File: src/rtl/dcache_tl_d_scope_capture_pkg.sv
// Shared definitions for the dcache TileLink D-channel scope capture:
// D opcodes, the default-width capture record and beat-count helpers.
package dcache_scope_pkg;

  typedef enum logic [2:0] {
    TL_ACCESS_ACK      = 3'd0,
    TL_ACCESS_ACK_DATA = 3'd1,
    TL_HINT_ACK        = 3'd2,
    TL_GRANT           = 3'd4,
    TL_GRANT_DATA      = 3'd5,
    TL_RELEASE_ACK     = 3'd6
  } tl_d_opcode_e;

  localparam int unsigned SCOPE_DATA_W   = 64;
  localparam int unsigned SCOPE_SOURCE_W = 4;
  localparam int unsigned SCOPE_SINK_W   = 3;
  localparam int unsigned SCOPE_TS_W     = 16;

  // Record as seen by the scope bundle at the default widths.
  typedef struct packed {
    logic [2:0]                opcode;
    logic [1:0]                param;
    logic [SCOPE_SOURCE_W-1:0] source;
    logic [SCOPE_SINK_W-1:0]   sink;
    logic                      denied;
    logic                      corrupt;
    logic [7:0]                beat;
    logic                      last;
    logic [SCOPE_TS_W-1:0]     ts;
    logic [SCOPE_DATA_W-1:0]   data;
  } scope_rec_t;

  function automatic logic is_data_opcode(input logic [2:0] op);
    return (op == TL_ACCESS_ACK_DATA) || (op == TL_GRANT_DATA);
  endfunction

  // Index of the final beat of a message; lg_bytes = log2(bytes per beat).
  function automatic logic [15:0] beat_last_idx(input logic [2:0]  op,
                                                input logic [3:0]  size,
                                                input int unsigned lg_bytes);
    logic [15:0] idx;
    idx = '0;
    if (is_data_opcode(op) && (32'(size) > lg_bytes)) begin
      idx = 16'((32'd1 << (32'(size) - lg_bytes)) - 32'd1);
    end
    return idx;
  endfunction

endpackage

File: src/rtl/dcache_tl_d_scope_capture_if.sv
// Snooped TileLink D beat plus the record drain port of the scope capture.
// master: the side driving D and consuming records; slave: the capture block.
interface dcache_tl_d_scope_capture_if #(
  parameter int unsigned DATA_W   = 64,
  parameter int unsigned SOURCE_W = 4,
  parameter int unsigned SINK_W   = 3,
  parameter int unsigned TS_W     = 16
);

  logic                d_valid;
  logic                d_ready;
  logic [2:0]          d_opcode;
  logic [1:0]          d_param;
  logic [3:0]          d_size;
  logic [SOURCE_W-1:0] d_source;
  logic [SINK_W-1:0]   d_sink;
  logic                d_denied;
  logic                d_corrupt;
  logic [DATA_W-1:0]   d_data;

  logic                rec_valid;
  logic                rec_ready;
  logic [2:0]          rec_opcode;
  logic [1:0]          rec_param;
  logic [SOURCE_W-1:0] rec_source;
  logic [SINK_W-1:0]   rec_sink;
  logic                rec_denied;
  logic                rec_corrupt;
  logic [7:0]          rec_beat;
  logic                rec_last;
  logic [TS_W-1:0]     rec_ts;
  logic [DATA_W-1:0]   rec_data;

  modport master (
    output d_valid, d_ready, d_opcode, d_param, d_size, d_source, d_sink,
           d_denied, d_corrupt, d_data, rec_ready,
    input  rec_valid, rec_opcode, rec_param, rec_source, rec_sink,
           rec_denied, rec_corrupt, rec_beat, rec_last, rec_ts, rec_data
  );

  modport slave (
    input  d_valid, d_ready, d_opcode, d_param, d_size, d_source, d_sink,
           d_denied, d_corrupt, d_data, rec_ready,
    output rec_valid, rec_opcode, rec_param, rec_source, rec_sink,
           rec_denied, rec_corrupt, rec_beat, rec_last, rec_ts, rec_data
  );

endinterface

File: src/rtl/dcache_tl_d_scope_capture_fifo.sv
// scope_rec_fifo: synchronous record FIFO with flush; read data is forced to
// zero while empty so the drain port shows clean fields after reset/flush.
module scope_rec_fifo #(
  parameter int unsigned WIDTH = 8,
  parameter int unsigned DEPTH = 8
) (
  input  logic             clock_i,
  input  logic             reset_n_i,
  input  logic             flush_i,
  input  logic             push_i,
  input  logic [WIDTH-1:0] wdata_i,
  input  logic             pop_i,
  output logic [WIDTH-1:0] rdata_o,
  output logic             full_o,
  output logic             empty_o
);

  localparam int unsigned AW = $clog2(DEPTH);

  logic [AW:0]      wr_q, wr_d;
  logic [AW:0]      rd_q, rd_d;
  logic [WIDTH-1:0] mem_q [DEPTH];
  logic             do_push;
  logic             do_pop;

  // Extra pointer bit distinguishes full from empty when indices match.
  assign empty_o = (wr_q == rd_q);
  assign full_o  = ((wr_q ^ rd_q) == {1'b1, {AW{1'b0}}});

  assign do_pop  = pop_i & ~empty_o;
  assign do_push = push_i & (~full_o | do_pop);

  // NOTE: every always_comb output gets a default first so no path leaves it unassigned (no latch).
  always_comb begin
    wr_d = wr_q;
    rd_d = rd_q;
    if (flush_i) begin
      wr_d = '0;
      rd_d = '0;
    end else begin
      if (do_push) wr_d = wr_q + (AW+1)'(1);
      if (do_pop)  rd_d = rd_q + (AW+1)'(1);
    end
  end

  // NOTE: state registers use non-blocking assignments so all flops update together at the edge.
  always_ff @(posedge clock_i or negedge reset_n_i) begin
    if (!reset_n_i) begin
      wr_q <= '0;
      rd_q <= '0;
    end else begin
      wr_q <= wr_d;
      rd_q <= rd_d;
    end
  end

  // NOTE: storage is not reset; the pointers define validity and empty masks the read port.
  always_ff @(posedge clock_i) begin
    if (do_push && !flush_i) begin
      mem_q[wr_q[AW-1:0]] <= wdata_i;
    end
  end

  assign rdata_o = empty_o ? '0 : mem_q[rd_q[AW-1:0]];

endmodule

File: src/rtl/dcache_tl_d_scope_capture.sv
// Passive D-channel scope capture: tracks beats, timestamps fires, filters by
// opcode and queues records for the scope drain; drops are counted, never stalled.
module dcache_tl_d_scope_capture
  import dcache_scope_pkg::*;
#(
  parameter int unsigned DATA_W   = 64,
  parameter int unsigned SOURCE_W = 4,
  parameter int unsigned SINK_W   = 3,
  parameter int unsigned DEPTH    = 8,
  parameter int unsigned TS_W     = 16
) (
  input  logic                       clock_i,
  input  logic                       reset_n_i,
  dcache_tl_d_scope_capture_if.slave tl_if,
  input  logic                       cap_en_i,
  input  logic [7:0]                 opcode_mask_i,
  input  logic                       clear_i,
  output logic [7:0]                 drop_cnt_o,
  output logic                       overflow_o
);

  localparam int unsigned LG_BYTES = $clog2(DATA_W / 8);

  typedef struct packed {
    logic [2:0]          opcode;
    logic [1:0]          param;
    logic [SOURCE_W-1:0] source;
    logic [SINK_W-1:0]   sink;
    logic                denied;
    logic                corrupt;
    logic [7:0]          beat;
    logic                last;
    logic [TS_W-1:0]     ts;
    logic [DATA_W-1:0]   data;
  } rec_t;

  localparam int unsigned REC_W = $bits(rec_t);

  logic        fire;
  logic        is_last;
  logic [15:0] last_idx;
  logic [7:0]  beat_q, beat_d;
  logic [TS_W-1:0] ts_q;
  logic [7:0]  drop_q, drop_d;
  logic        ovf_q, ovf_d;

  logic        cand;
  logic        pop;
  logic        push_ok;
  logic        drop;
  logic        fifo_full;
  logic        fifo_empty;
  rec_t        wr_rec;
  rec_t        rd_rec;
  logic [REC_W-1:0] rd_flat;

  assign fire     = tl_if.d_valid & tl_if.d_ready;
  assign last_idx = beat_last_idx(tl_if.d_opcode, tl_if.d_size, LG_BYTES);
  assign is_last  = ({8'd0, beat_q} == last_idx);

  // Beat position follows every fire regardless of filtering.
  always_comb begin
    beat_d = beat_q;
    if (fire) beat_d = is_last ? 8'd0 : beat_q + 8'd1;
  end

  assign cand    = fire & cap_en_i & opcode_mask_i[tl_if.d_opcode];
  assign pop     = tl_if.rec_valid & tl_if.rec_ready;
  assign push_ok = cand & (~fifo_full | pop);
  assign drop    = cand & ~push_ok;

  always_comb begin
    drop_d = drop_q;
    ovf_d  = ovf_q;
    if (clear_i) begin
      drop_d = '0;
      ovf_d  = 1'b0;
    end else if (drop) begin
      ovf_d = 1'b1;
      if (drop_q != 8'hFF) drop_d = drop_q + 8'd1;
    end
  end

  always_ff @(posedge clock_i or negedge reset_n_i) begin
    if (!reset_n_i) begin
      beat_q <= '0;
      ts_q   <= '0;
      drop_q <= '0;
      ovf_q  <= 1'b0;
    end else begin
      beat_q <= beat_d;
      ts_q   <= ts_q + TS_W'(1);
      drop_q <= drop_d;
      ovf_q  <= ovf_d;
    end
  end

  always_comb begin
    wr_rec.opcode  = tl_if.d_opcode;
    wr_rec.param   = tl_if.d_param;
    wr_rec.source  = tl_if.d_source;
    wr_rec.sink    = tl_if.d_sink;
    wr_rec.denied  = tl_if.d_denied;
    wr_rec.corrupt = tl_if.d_corrupt;
    wr_rec.beat    = beat_q;
    wr_rec.last    = is_last;
    wr_rec.ts      = ts_q;
    wr_rec.data    = tl_if.d_data;
  end

  // clear also gates the push so a beat in the clearing cycle is discarded.
  scope_rec_fifo #(
    .WIDTH (REC_W),
    .DEPTH (DEPTH)
  ) u_fifo (
    .clock_i   (clock_i),
    .reset_n_i (reset_n_i),
    .flush_i   (clear_i),
    .push_i    (push_ok & ~clear_i),
    .wdata_i   (wr_rec),
    .pop_i     (pop),
    .rdata_o   (rd_flat),
    .full_o    (fifo_full),
    .empty_o   (fifo_empty)
  );

  assign rd_rec = rec_t'(rd_flat);

  assign tl_if.rec_valid   = ~fifo_empty;
  assign tl_if.rec_opcode  = rd_rec.opcode;
  assign tl_if.rec_param   = rd_rec.param;
  assign tl_if.rec_source  = rd_rec.source;
  assign tl_if.rec_sink    = rd_rec.sink;
  assign tl_if.rec_denied  = rd_rec.denied;
  assign tl_if.rec_corrupt = rd_rec.corrupt;
  assign tl_if.rec_beat    = rd_rec.beat;
  assign tl_if.rec_last    = rd_rec.last;
  assign tl_if.rec_ts      = rd_rec.ts;
  assign tl_if.rec_data    = rd_rec.data;

  assign drop_cnt_o = drop_q;
  assign overflow_o = ovf_q;

endmodule
File: src/flat_wrapper.sv
// flat-port wrapper written by rule: the top's interface ports become plain ports
module dcache_tl_d_scope_capture_flat import dcache_scope_pkg::*;
#(
  parameter int unsigned DATA_W   = 64,
  parameter int unsigned SOURCE_W = 4,
  parameter int unsigned SINK_W   = 3,
  parameter int unsigned DEPTH    = 8,
  parameter int unsigned TS_W     = 16
)
  (clock_i, reset_n_i, cap_en_i, opcode_mask_i, clear_i, drop_cnt_o, overflow_o, tl_if_d_valid, tl_if_d_ready, tl_if_d_opcode, tl_if_d_param, tl_if_d_size, tl_if_d_source, tl_if_d_sink, tl_if_d_denied, tl_if_d_corrupt, tl_if_d_data, tl_if_rec_ready, tl_if_rec_valid, tl_if_rec_opcode, tl_if_rec_param, tl_if_rec_source, tl_if_rec_sink, tl_if_rec_denied, tl_if_rec_corrupt, tl_if_rec_beat, tl_if_rec_last, tl_if_rec_ts, tl_if_rec_data);
  dcache_tl_d_scope_capture_if #(.DATA_W(DATA_W), .SOURCE_W(SOURCE_W), .SINK_W(SINK_W), .TS_W(TS_W)) tl_if_i ();
  input  logic clock_i;
  input  logic reset_n_i;
  input  logic cap_en_i;
  input  logic [7:0] opcode_mask_i;
  input  logic clear_i;
  output logic [7:0] drop_cnt_o;
  output logic overflow_o;
  input wire logic [$bits(tl_if_i.d_valid)-1:0] tl_if_d_valid;
  input wire logic [$bits(tl_if_i.d_ready)-1:0] tl_if_d_ready;
  input wire logic [$bits(tl_if_i.d_opcode)-1:0] tl_if_d_opcode;
  input wire logic [$bits(tl_if_i.d_param)-1:0] tl_if_d_param;
  input wire logic [$bits(tl_if_i.d_size)-1:0] tl_if_d_size;
  input wire logic [$bits(tl_if_i.d_source)-1:0] tl_if_d_source;
  input wire logic [$bits(tl_if_i.d_sink)-1:0] tl_if_d_sink;
  input wire logic [$bits(tl_if_i.d_denied)-1:0] tl_if_d_denied;
  input wire logic [$bits(tl_if_i.d_corrupt)-1:0] tl_if_d_corrupt;
  input wire logic [$bits(tl_if_i.d_data)-1:0] tl_if_d_data;
  input wire logic [$bits(tl_if_i.rec_ready)-1:0] tl_if_rec_ready;
  output wire logic [$bits(tl_if_i.rec_valid)-1:0] tl_if_rec_valid;
  output wire logic [$bits(tl_if_i.rec_opcode)-1:0] tl_if_rec_opcode;
  output wire logic [$bits(tl_if_i.rec_param)-1:0] tl_if_rec_param;
  output wire logic [$bits(tl_if_i.rec_source)-1:0] tl_if_rec_source;
  output wire logic [$bits(tl_if_i.rec_sink)-1:0] tl_if_rec_sink;
  output wire logic [$bits(tl_if_i.rec_denied)-1:0] tl_if_rec_denied;
  output wire logic [$bits(tl_if_i.rec_corrupt)-1:0] tl_if_rec_corrupt;
  output wire logic [$bits(tl_if_i.rec_beat)-1:0] tl_if_rec_beat;
  output wire logic [$bits(tl_if_i.rec_last)-1:0] tl_if_rec_last;
  output wire logic [$bits(tl_if_i.rec_ts)-1:0] tl_if_rec_ts;
  output wire logic [$bits(tl_if_i.rec_data)-1:0] tl_if_rec_data;
  assign tl_if_i.d_valid = tl_if_d_valid;
  assign tl_if_i.d_ready = tl_if_d_ready;
  assign tl_if_i.d_opcode = tl_if_d_opcode;
  assign tl_if_i.d_param = tl_if_d_param;
  assign tl_if_i.d_size = tl_if_d_size;
  assign tl_if_i.d_source = tl_if_d_source;
  assign tl_if_i.d_sink = tl_if_d_sink;
  assign tl_if_i.d_denied = tl_if_d_denied;
  assign tl_if_i.d_corrupt = tl_if_d_corrupt;
  assign tl_if_i.d_data = tl_if_d_data;
  assign tl_if_i.rec_ready = tl_if_rec_ready;
  assign tl_if_rec_valid = tl_if_i.rec_valid;
  assign tl_if_rec_opcode = tl_if_i.rec_opcode;
  assign tl_if_rec_param = tl_if_i.rec_param;
  assign tl_if_rec_source = tl_if_i.rec_source;
  assign tl_if_rec_sink = tl_if_i.rec_sink;
  assign tl_if_rec_denied = tl_if_i.rec_denied;
  assign tl_if_rec_corrupt = tl_if_i.rec_corrupt;
  assign tl_if_rec_beat = tl_if_i.rec_beat;
  assign tl_if_rec_last = tl_if_i.rec_last;
  assign tl_if_rec_ts = tl_if_i.rec_ts;
  assign tl_if_rec_data = tl_if_i.rec_data;
  dcache_tl_d_scope_capture #(.DATA_W(DATA_W), .SOURCE_W(SOURCE_W), .SINK_W(SINK_W), .DEPTH(DEPTH), .TS_W(TS_W)) u_core (.clock_i(clock_i), .reset_n_i(reset_n_i), .tl_if(tl_if_i), .cap_en_i(cap_en_i), .opcode_mask_i(opcode_mask_i), .clear_i(clear_i), .drop_cnt_o(drop_cnt_o), .overflow_o(overflow_o));
endmodule
File: config.mk
export PLATFORM = sky130hd
export DESIGN_NAME = dcache_tl_d_scope_capture_flat
export DESIGN_NICKNAME = d
export VERILOG_FILES = /design/src/rtl/dcache_tl_d_scope_capture_pkg.sv /design/src/rtl/dcache_tl_d_scope_capture_if.sv /design/src/rtl/dcache_tl_d_scope_capture_fifo.sv /design/src/rtl/dcache_tl_d_scope_capture.sv /design/src/flat_wrapper.sv
export SDC_FILE = /design/constraint.sdc
export NUM_CORES = 1
export LEC_CHECK = 0
export CAP_MARGIN = 25
export CORE_UTILIZATION = 56
export CTS_CLUSTER_DIAMETER = 150
export DETAILED_ROUTE_END_ITERATION = 12
export PLACE_DENSITY_LB_ADDON = 0.25
export SLEW_MARGIN = 20
export SYNTH_ARGS = -nofsm -noshare
export SYNTH_HDL_FRONTEND = slang
export SYNTH_SLANG_ARGS = --single-unit
export TNS_END_PERCENT = 50
File: constraint.sdc
create_clock -name clock_i -period 24.4 [get_ports clock_i]
set_input_delay 3.66 -clock clock_i [delete_from_list [all_inputs] [get_ports clock_i]]
set_output_delay 3.66 -clock clock_i [all_outputs]
set_load 0.01 [all_outputs]
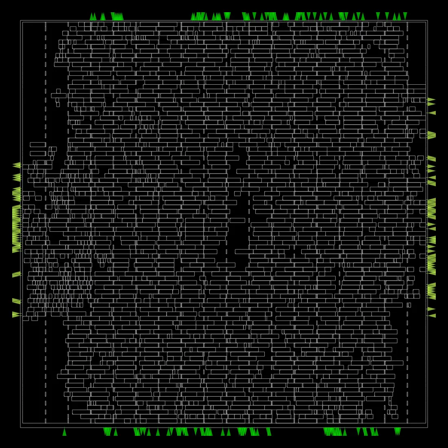
**Above:** run 1 (cell outlines without signal wires).
FILL cells: 3,837
fin util: 0.661
Flops: 865
row count: 90

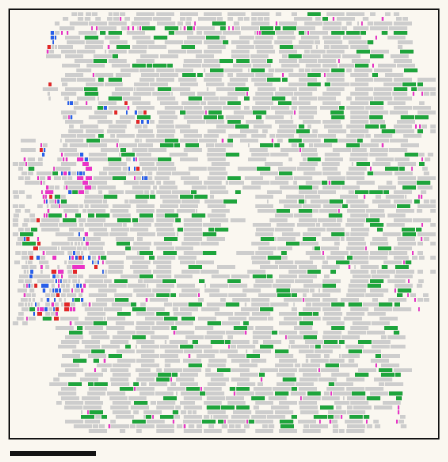
**Above:** run 1 (gate families picked out).
Scale bar: 50 µm.
Key: green = multiplexers [cells 321, where all over the die]; red = AND and OR gates [cells 25]; blue = NAND gates [cells 62]; magenta = NOR gates [cells 158, where all over the die]

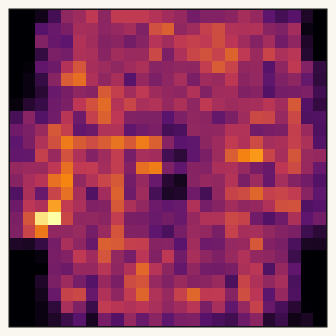
**Above:** run 1 (routed metal per tile).
The die is cut into 25 by 25 equal tiles; black is low, pale yellow is high, scaled to the fullest tile. Values are wire area over tile area, all layers added.
19% of the tiles are over half the peak. The mean over all tiles is 0.18. 6.4% of the tiles are nearly empty. The fullest tile reaches 0.48.

==> flow_metrics.py, run 1 <==
# Synthesis and PnR figures
metrics = {
    "yosys": {
        "ff_type": "edfxtp_1",
        "yosys-top-cells-area": "edfxtp_1, mux4_2, mux2i_1, dfrtp_1, nor2_1",
        "ys_warn_count": 0,
        "synth-edff-count": 824,
        "yosysCellCount": 1632,
        "synthCells": 1632,
        "top_cell_area_share": 0.727,
        "synth.distinct_cells": 67,
        "ys_area_um2": 34000,
        "avgSynthCellArea_um2": 20.9,
        "synth_area_um2": 34000,
        "yosysTopAreaCell": "edfxtp_1",
        "async_flop_share": 0.0474,
        "numSynthFlops": 865,
        "common_cells": "edfxtp_1, mux4_2, nor2_1, mux2i_1, clkbuf_1",
        "postSynthSeqShare": 0.757,
        "most_common_cell": "edfxtp_1",
        "syn_nets": 1743,
    },
    "sta": {
        "finClkSkew_ps": 23.5,
        "max_freq_mhz": 119,
        "finalCritPeriodShare": 0.343,
        "rsz0062_at_grt": "no",
        "drv_slew": 0,
        "slew_headroom": 0.293,
        "fin_crit_ps": 8370,
        "hold_violations": 0,
        "final.setup.tns_ps": 0,
        "tightest_slew_ps": 1060,
        "finalSetupViolations": 0,
    },
    "grt": {
        "grt_max_degree": 120,
        "grt-ovfl-total": 0,
        "grt_busiest_layer": "met2",
        "grt_pass1_vias": 17291,
        "grt_use_total": 0.228,
        "grt_first_pass_wirelength_mm": 105,
        "antenna_found_initial": 4,
        "gr-usage-met2": 0.372,
        "use_met3": 0.0377,
        "grtUsageMet1": 0.324,
    },
    "worst_hold_path": {
        "min_path_cells": 2,
        "hold_start": "u_core.overflow_o$_DFFE_PN0P_",
        "min_to": "u_core.overflow_o$_DFFE_PN0P_",
        "hp-class": "flip-flop to flip-flop",
    },
    "cts": {
        "root_buffer": "clkbuf_16",
        "clockBufferDepth": 3,
        "cts_made_buffers": 86,
        "numClockSinks": 865,
        "htreeDepth": 3,
        "post_cts_resize_count": 0,
        "cts_tree": "yes",
        "holdBufCountCts": 0,
        "path_clk_slew_ps": 60,
        "cts_setup_buffers": 0,
        "clock_latency_ps": 630,
    },
    "die": {
        "dieWidth_um": 249,
        "initial_core_util": 0.565,
        "coreArea_um2": 60200,
        "pin_count": 210,
        "chipHeight_um": 249,
        "die-area_um2": 61800,
    },
    "place": {
        "place.gp.congestion": 0.834,
        "portBuffers": 209,
        "dpl_cell_area_um2": 37100,
        "hpwl_mm": 36.3,
    },
    "worst_setup_path": {
        "worstSetupPathType": "flip-flop to output port",
        "r2r-start": "u_core.u_fifo.rd_q[0]$_DFFE_PN0P_",
        "crit_path_max_fanout": 62,
        "reg2reg_slack_ps": 19600,
        "ff2ff_path_depth": 9,
        "cp.required_ps": 20740,
        "end_kind": "output port",
        "start_kind": "flip-flop",
        "r2r-end": "u_core.u_fifo.mem_q[3][80]$_DFFE_PP_",
        "critical_path.endpoint": "tl_if_rec_opcode[1]",
        "cp.arrival_ps": 4710,
        "startpoint": "u_core.u_fifo.rd_q[1]$_DFFE_PN0P_",
    },
    "detailed_routing": {
        "dr_wl_met2_mm": 34.6,
        "wl_per_cell_um": 25.2,
        "wl_met1_mm": 28.8,
        "vias": 16520,
        "viasPerCell": 6.07,
        "firstDrtPassIters": 7,
        "wl_met3_mm": 4.24,
        "top_layer": "met5",
        "routed_wl_mm": 68.7,
        "drc_errors": 0,
        "drtIter0Drc": 1326,
        "postRouteAntennaNets": 0,
    },
    "status": {
        "status": "completed",
    },
    "final_layout": {
        "layout.nets": 1984,
        "drive_above_1_share": 0.194,
        "fin_area_um2": 39800,
        "area_growth_pct": 17.0,
        "combGateArea_um2": 7990,
        "flop_area_um2": 25800,
    },
    "run": {
        "tool_warnings": 34,
        "max_cap_viol_count": 0,
    },
    "power": {
        "leakagePower_uw": 0.0124,
        "ir_drop_mv": 0.0500,
        "power_density_nw_per_um2": 78.2,
    },
}
run 1: flip-flops by register name, indices dropped and copies added, names as in the netlist:
| name | count |
|---|---|
| u_core.u_fifo.mem_q | 824 |
| u_core.ts_q | 16 |
| u_core.beat_q | 8 |
| u_core.drop_cnt_o | 8 |
| u_core.u_fifo.rd_q | 4 |
| u_core.u_fifo.wr_q | 4 |
| u_core.overflow_o | 1 |
run 1: where the power goes:
part / switching [µW] / internal (µW)
clock network: 525 / 759
logic: 87.9 / 88.6
registers: 19.6 / 1630
total: 633 / 2480
run 1: cell type report:
type                    instances  area share
clock buffers                 124      0.0604
flip-flops and latches        865       0.647
repair buffers                237      0.0585
inverters                       6    0.000565
multi-input cells             677       0.200
clock inverters                31     0.00842
well taps                     782      0.0246
diodes                          1   0.0000628
run 1: critical path, cell delays in order, from the launching register on:
cell and delay (ps):
dfrtp_4 920, buf_4 860, buf_4 810, mux4_2 420, mux2i_1 400, nor2_1 80
clkdlybuf4s50_1 510
run 1: per-stage QoR:
step                hold slack, ps  power (µW)  setup WS (ps)  std cells
global route                   525        3210          15740       2723
detailed placement             489        1860          15610       2567
global placement               501        1860          15790       2565
finish                         517        3120          16030       2723
CTS                            519        3140          15930       2722
floorplan                      471        1780          11900       1632
run 1: cell families after synthesis:
family	synth area share
simple gates	0.0330
mux	0.171
compound gates	0.0125
buf+inv	0.0104
flops	0.757
fa+ha+maj	0.00514
xor+xnor	0.0111
run 1: layout by cell type (no fill, tap or decap), types with 16 or more instances in the layout:
cell type,count
xnor2_1,20
nand2_1,32
clkbuf_16,89
buf_4,26
clkbuf_1,30
edfxtp_1,824
nor2_1,132
clkdlybuf4s50_1,208
clkinv_1,16
mux2i_1,110
mux4_2,208
dfrtp_1,38
==> run 2: changes to the inputs <==
- clock period: 24.4 -> 8.77 ns (I/O delays scaled with it)
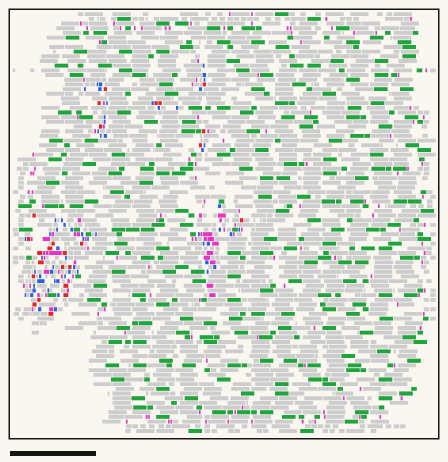
**Above:** run 2 (gate families picked out).
Scale bar: 50 µm.
Key: green = multiplexers [cells 321, where all over the die]; blue = NAND gates [cells 62]; red = AND and OR gates [cells 25]; magenta = NOR gates [cells 158, where all over the die]

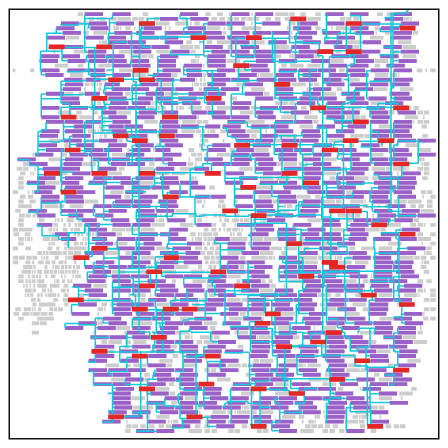
**Above:** run 2 (clock wires, drivers and flops).
Key: red = cells driving clock nets [count 84]; cyan = clock wires [length 8,790 µm]; purple = flip-flops [count 865]
There are 85 routed clock nets. Position of the flops: all over the die.

==> run 2 against run 1 <==
Compared with the run above:
- the flow now finishes with violations (DRC)
- sequential share of layout area increased by 0.11 points
- combinational power grew to 2.9 times the previous value
- setup slack lost 13000 ps
- synthesized area unchanged
- clock power went up to 2.6 times the previous value
- final area fell by 0.17%
- critical path type is now input pin to flip-flop
- critical endpoint is now u_core.beat_q[0]$_DFFE_PN0P_
- largest cell class unchanged
==> flow_metrics.py, run 2 <==
# Synthesis and PnR figures
metrics = {
    "status": {
        "status": "complete, but fails checks",
        "violations": "DRC",
    },
    "final_layout": {
        "lay_top_count": "edfxtp_1",
        "largest_register_ffs": 824,
        "utilization": 0.660,
        "lay_top_cells": "edfxtp_1, mux4_2, clkdlybuf4s50_1",
        "layout.nets": 1989,
        "fin_area_um2": 39800,
        "drive_above_1_share": 0.197,
        "area_growth_pct": 16.8,
        "finalNonFillerCells": 2727,
    },
    "die": {
        "chipHeight_um": 249,
        "rows": 90,
        "initial_core_util": 0.565,
        "coreArea_um2": 60200,
        "die-area_um2": 61800,
        "dieWidth_um": 249,
        "pin_count": 210,
    },
    "yosys": {
        "synthCells": 1632,
        "avgSynthCellArea_um2": 20.9,
        "yosysCellCount": 1632,
        "synth_area_um2": 34000,
        "postSynthSeqShare": 0.757,
        "numSynthFlops": 865,
        "top_cell_area_share": 0.727,
        "most_common_cell": "edfxtp_1",
        "async_flop_share": 0.0474,
        "synth.distinct_cells": 67,
        "ff_type": "edfxtp_1",
        "yosysTopAreaCell": "edfxtp_1",
        "common_cells": "edfxtp_1, mux4_2, nor2_1, mux2i_1, clkbuf_1",
        "ys_area_um2": 34000,
        "ys_warn_count": 0,
        "synth-edff-count": 824,
    },
    "place": {
        "place.gp.congestion": 0.820,
        "portBuffers": 209,
        "hpwl_mm": 36.8,
        "dpl_cell_area_um2": 37200,
        "placed_cells": 2571,
        "pre_cts_slack_ps": 2150,
    },
    "sta": {
        "hold_slack_ps": 512,
        "finClkSkew_ps": 23.1,
        "hold_violations": 0,
        "slew_headroom": 0.266,
        "rsz0062_at_grt": "no",
        "final.setup.tns_ps": 0,
        "finalCritPeriodShare": 0.693,
        "tightest_slew_ps": 1100,
        "finalSetupViolations": 0,
        "fin_crit_ps": 6080,
        "max_freq_mhz": 164,
        "setup_ws_ps": 2690,
        "drv_slew": 0,
    },
    "grt": {
        "use_met3": 0.0389,
        "gr-usage-met2": 0.389,
        "grt_first_pass_wirelength_mm": 104,
        "antenna_found_initial": 4,
        "grt_busiest_layer": "met2",
        "grt-ovfl-total": 0,
        "grt_use_total": 0.226,
        "grtUsageMet1": 0.300,
        "grt_pass1_vias": 17202,
    },
    "cts": {
        "path_clk_slew_ps": 60,
        "cts_setup_buffers": 0,
        "numClockSinks": 865,
        "root_buffer": "clkbuf_16",
        "holdBufCountCts": 0,
        "cts_made_buffers": 84,
        "cts_tree": "yes",
        "clockBufferDepth": 3,
        "post_cts_resize_count": 0,
        "clock_latency_ps": 620,
        "htreeDepth": 3,
    },
    "worst_setup_path": {
        "path_cells": "clkdlybuf4s50_1, inv_1, ha_1, a21bo_4, nand4_2, or3_1, ha_1, nor3_1, and4_1, nor3_1, o41ai_1, o21ai_0, a22o_1, nor4_4, nor2_2, mux2_2",
        "slowest_delay_ps": 1020,
        "r2r-start": "u_core.u_fifo.rd_q[0]$_DFFE_PN0P_",
        "cp.arrival_ps": 6570,
        "crit_path_max_fanout": 16,
        "start_kind": "input pin",
        "cp.required_ps": 9260,
        "end_kind": "flip-flop",
        "worstSetupPathType": "input pin to flip-flop",
        "startpoint": "tl_if_d_size[2]",
        "crit_family": "simple AND/OR/NAND/NOR gates",
        "worstPathBufferInverterCount": 2,
    },
    "power": {
        "power_density_nw_per_um2": 212,
        "ir_drop_mv": 0.137,
        "leakagePower_uw": 0.0124,
        "power_uw": 8450,
    },
    "run": {
        "tool_warnings": 36,
        "max_cap_viol_count": 0,
    },
    "detailed_routing": {
        "drc_errors": 2,
        "viasPerCell": 6.02,
        "firstDrtPassIters": 9,
        "drtIter0Drc": 1316,
        "routed_wl_mm": 68.0,
        "postRouteAntennaNets": 0,
        "vias": 16417,
        "wl_per_cell_um": 25.0,
    },
    "worst_hold_path": {
        "hold_start": "u_core.overflow_o$_DFFE_PN0P_",
        "hp-class": "flip-flop to flip-flop",
    },
}
==> run 2: cell type report <==
cell class              count  area (µm²)
diodes                      3        7.51
clock buffers             117        2270
multi-input cells         677        8000
inverters                   6        22.5
well taps                 782         978
clock inverters            33         268
fillers                  3856       20500
repair buffers            244        2450
flip-flops and latches    865       25800
==> run 2: power by group <==
part / switching, µW / leakage (µW) / internal (µW)
logic: 258 / 0.00310 / 250
registers: 44.4 / 0.00803 / 4550
clock network: 1430 / 0.00123 / 1920
total: 1730 / 0.0124 / 6720
==> run 2: worst reg2reg max path: cells and delay by family (launching register included) <==
family                 cells  cell delay, ps
XOR/XNOR                   1             190
AND/OR/NAND/NOR            6            1550
flip-flops                 1             440
buffers and inverters      2            1520
==> run 2: final timing paths <==
path | cells after the start | end | slack (ps)
min | 2 | u_core.overflow_o$_DFFE_PN0P_ | 510
min reg2reg | 2 | u_core.overflow_o$_DFFE_PN0P_ | 510
max in group asynchronous | 2 | u_core.u_fifo.rd_q[0]$_DFFE_PN0P_ | 7470
max reg2reg | 9 | u_core.u_fifo.mem_q[6][68]$_DFFE_PP_ | 4680
min in group asynchronous | 2 | u_core.ts_q[7]$_DFF_PN0_ | 800
max | 16 | u_core.beat_q[0]$_DFFE_PN0P_ | 2690
==> run 2: kinds of logic after synthesis <==
logic type	synth area share
adders and majority gates	0.00514
DFF	0.757
xor gates and xnor gates	0.0111
and+or+nand+nor	0.0330
buffers and inverters	0.0104
muxes	0.171
AOI/OAI and AO/OA	0.0125
==> run 2: routing by layer <==
metal | up-vias | part of all wire
li1 | 7161 | -
met1 | 8656 | 0.41
met2 | 501 | 0.51
met3 | 95 | 0.055
met4 | 4 | 0.018
met5 | - | 0.00032
Power is estimated from default activity; no workload was simulated.
